[src/rtl/hazard_ctrl.sv]
// Pipeline hazard/sequencing controller: stalls, flushes and the mult/div busy sequencer.
// Optional perf counters (stall_cycles, flush_cycles) enabled by defining HAZARD_PERF_CNT_EN.
module hazard_ctrl #(
  parameter int MULDIV_LATENCY = 32,
  parameter int CNT_W          = 6
) (
  input  logic       clk,
  input  logic       reset,
  input  logic [4:0] id_rs,
  input  logic [4:0] id_rt,
  input  logic       id_use_rs,
  input  logic       id_use_rt,
  input  logic       id_branch_rs,
  input  logic       id_reads_hilo,
  input  logic       id_is_muldiv,
  input  logic       id_ex_memread,
  input  logic       id_ex_regwrite,
  input  logic [4:0] id_ex_rd,
  input  logic       ex_mem_memread,
  input  logic [4:0] ex_mem_rd,
  input  logic       muldiv_start,
  input  logic       branch_taken,
  input  logic       jump,
  output logic       pc_write,
  output logic       if_id_write,
  output logic       if_id_flush,
  output logic       id_ex_flush,
  output logic       muldiv_busy
`ifdef HAZARD_PERF_CNT_EN
  ,
  output logic [31:0] stall_cycles,
  output logic [31:0] flush_cycles
`endif
);

  typedef enum logic {IDLE = 1'b0, BUSY = 1'b1} mdState_t;

  mdState_t         state, stateNext;
  logic [CNT_W-1:0] cnt, cntNext;

  logic loadUse, brEx, brLd, mdHz, stall;

  // Mult/div busy sequencer: muldiv_busy is a direct decode of the state register.
  always_ff @(posedge clk) begin
    if (reset) begin
      state <= IDLE;
      cnt   <= '0;
    end else begin
      state <= stateNext;
      cnt   <= cntNext;
    end
  end

  always_comb begin
    stateNext = state;
    cntNext   = cnt;
    case (state)
      IDLE: begin
        if (muldiv_start) begin
          stateNext = BUSY;
          cntNext   = CNT_W'(MULDIV_LATENCY - 1);
        end
      end
      BUSY: begin
        if (cnt != '0) cntNext = cnt - CNT_W'(1);
        else           stateNext = IDLE;
      end
      default: stateNext = IDLE;
    endcase
  end

  assign muldiv_busy = (state == BUSY);

  // Register $0 is excluded from every compare; it is never a real dependency.
  always_comb begin
    loadUse = id_ex_memread && (id_ex_rd != 5'd0) &&
              ((id_use_rs && (id_ex_rd == id_rs)) || (id_use_rt && (id_ex_rd == id_rt)));
    brEx    = id_branch_rs && id_ex_regwrite && (id_ex_rd != 5'd0) && (id_ex_rd == id_rs);
    brLd    = id_branch_rs && ex_mem_memread && (ex_mem_rd != 5'd0) && (ex_mem_rd == id_rs);
    mdHz    = muldiv_busy && (id_reads_hilo || id_is_muldiv);
    stall   = loadUse | brEx | brLd | mdHz;
  end

  // A stall suppresses any redirect: the branch operands are stale until the stall clears.
  always_comb begin
    pc_write    = 1'b1;
    if_id_write = 1'b1;
    if_id_flush = branch_taken | jump;
    id_ex_flush = 1'b0;
    if (reset) begin
      pc_write    = 1'b0;
      if_id_write = 1'b0;
      if_id_flush = 1'b1;
      id_ex_flush = 1'b1;
    end else if (stall) begin
      pc_write    = 1'b0;
      if_id_write = 1'b0;
      if_id_flush = 1'b0;
      id_ex_flush = 1'b1;
    end
  end

`ifdef HAZARD_PERF_CNT_EN
  always_ff @(posedge clk) begin
    if (reset) begin
      stall_cycles <= '0;
      flush_cycles <= '0;
    end else begin
      if (stall && (stall_cycles != 32'hFFFF_FFFF))
        stall_cycles <= stall_cycles + 32'd1;
      if (if_id_flush && (flush_cycles != 32'hFFFF_FFFF))
        flush_cycles <= flush_cycles + 32'd1;
    end
  end
`endif

endmodule

[config.mk]
export PLATFORM = sky130hd
export DESIGN_NAME = hazard_ctrl
export DESIGN_NICKNAME = d
export VERILOG_FILES = /design/src/rtl/hazard_ctrl.sv
export SDC_FILE = /design/constraint.sdc
export NUM_CORES = 1
export LEC_CHECK = 0
export CAP_MARGIN = 20
export CORE_MARGIN = 3
export CORE_UTILIZATION = 31
export CTS_BUF_LIST = sky130_fd_sc_hd__clkbuf_4 sky130_fd_sc_hd__clkbuf_8 sky130_fd_sc_hd__clkbuf_16
export DETAILED_ROUTE_END_ITERATION = 7
export GPL_ROUTABILITY_DRIVEN = 0
export PLACE_DENSITY = 0.85
export SETUP_SLACK_MARGIN = 0.02
export SLEW_MARGIN = 10
export SYNTH_ARGS = -nofsm -noshare
export SYNTH_HDL_FRONTEND = slang
export SYNTH_SLANG_ARGS = --single-unit
[constraint.sdc]
create_clock -name clk -period 1.52 [get_ports clk]
set_input_delay 0.228 -clock clk [delete_from_list [all_inputs] [get_ports clk]]
set_output_delay 0.228 -clock clk [all_outputs]
set_load 0.005 [all_outputs]
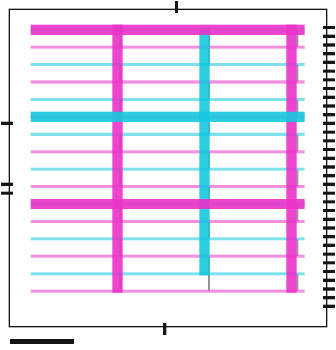
(floorplan with the power grid)
Bar = 10 um. Pins as bars on the die edge. Tap cells in grey.
legend:
  magenta:
    net: VSS
  cyan:
    net: VDD
tap cells: 25
met4 straps: 3
peak supply drop: 0.000569 V
core area: 1750 sq um

==> deck_impl_summary.md <==
Implementation Results

Critical path
  • Critical Path End: id_ex_flush
  • WS Path Type: in -> out
  • Reg2reg path depth: 7
  • CP max stage cell: or4_4
  • Worst path max stage delay: about 540 ps

Global routing
  • Grt met3 use: 0.0642
  • Largest net degree at the start of global routing: 8
  • Initial antenna violation count: 0
  • Gr ovfl total: 0
  • Routing usage on met2: 0.379

Flow run
  • Max-Cap Viols: 0

Routing
  • WL met1: 1.11 mm
  • DRT Pass-1 Iters: 3
  • Final WL: 2.60 mm
  • First-iteration detailed-routing DRC count: 9
  • Via count: just under 800

Final timing
  • Final setup viols: 11
  • Final worst slack: -299 ps
  • Sum Neg Setup Slack: -1810 ps
  • Slew margin rel.: 0.785
  • Final Cycle Share: 1.20
  • Hold Slack: approximately 600 ps
  • Fmax: 550 MHz

CTS
  • Clk_lat worst skew: about 250 ps

Die
  • Floorplan Utilization: 0.333
  • Io pins: 38
  • Number of tapcells: 25

Run status
  • Result of the run: finished with violations
  • Failing checks: negative setup slack

Logic synthesis
  • Most numerous cell in the Yosys netlist: xor2_1
  • Area leader share: 0.241

Cells and area
  • Comb gate area: between 500 and 600 sq um
  • Most numerous logic cell after layout: buf_4
  • Count of non-CTS buffers in the layout: around 60

Place
  • Placed cells: 149
  • Dpl ws: -966 ps
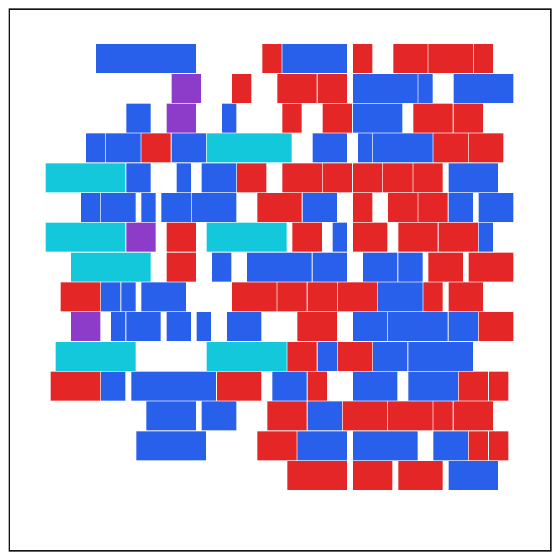
(placed cells, one colour a class)
legend:
  cyan:
    class: sequential cells
    cells: 7
  purple:
    class: clock drivers and dummy loads
    cells: 4
  red:
    class: remaining buffers and delay cells
    cells: 60
  blue:
    class: remaining logic cells
    cells: 61
cell area after layout: 1280 sq um
# rows: 15
sequential share of cell area: 0.110
fin util: 0.733

## power breakdown
part	internal [mW]	switching, mW
combinational	0.240	0.179
clock	0.118	0.0695
sequential	0.207	0.0198
## cells by family (layout without fill, tap and decap cells)
family / after synthesis / count (layout) / share of synthesized area
simple gates: 22 / 22 / 0.209
compound gates: 17 / 17 / 0.215
xor+xnor: 17 / 17 / 0.256
flops: 7 / 7 / 0.241
buf+inv: 5 / 67 / 0.0387
fa+ha+maj: 1 / 1 / 0.0215
mux: 1 / 1 / 0.0194
## sequential cells by signal, indices dropped and copies added (netlist names)
| register | count |
|---|---|
| cnt | 6 |
| muldiv_busy | 1 |
## what timing repair did
action                     CTS  global route
gates resized               94            24
setup endpoints to repair   11            12
hold endpoints to repair     0             0
hold buffers                 0             0
pin swaps                   22            20
setup buffers                4             0
Power figures rest on the tool's default switching activity, not on a simulated workload.
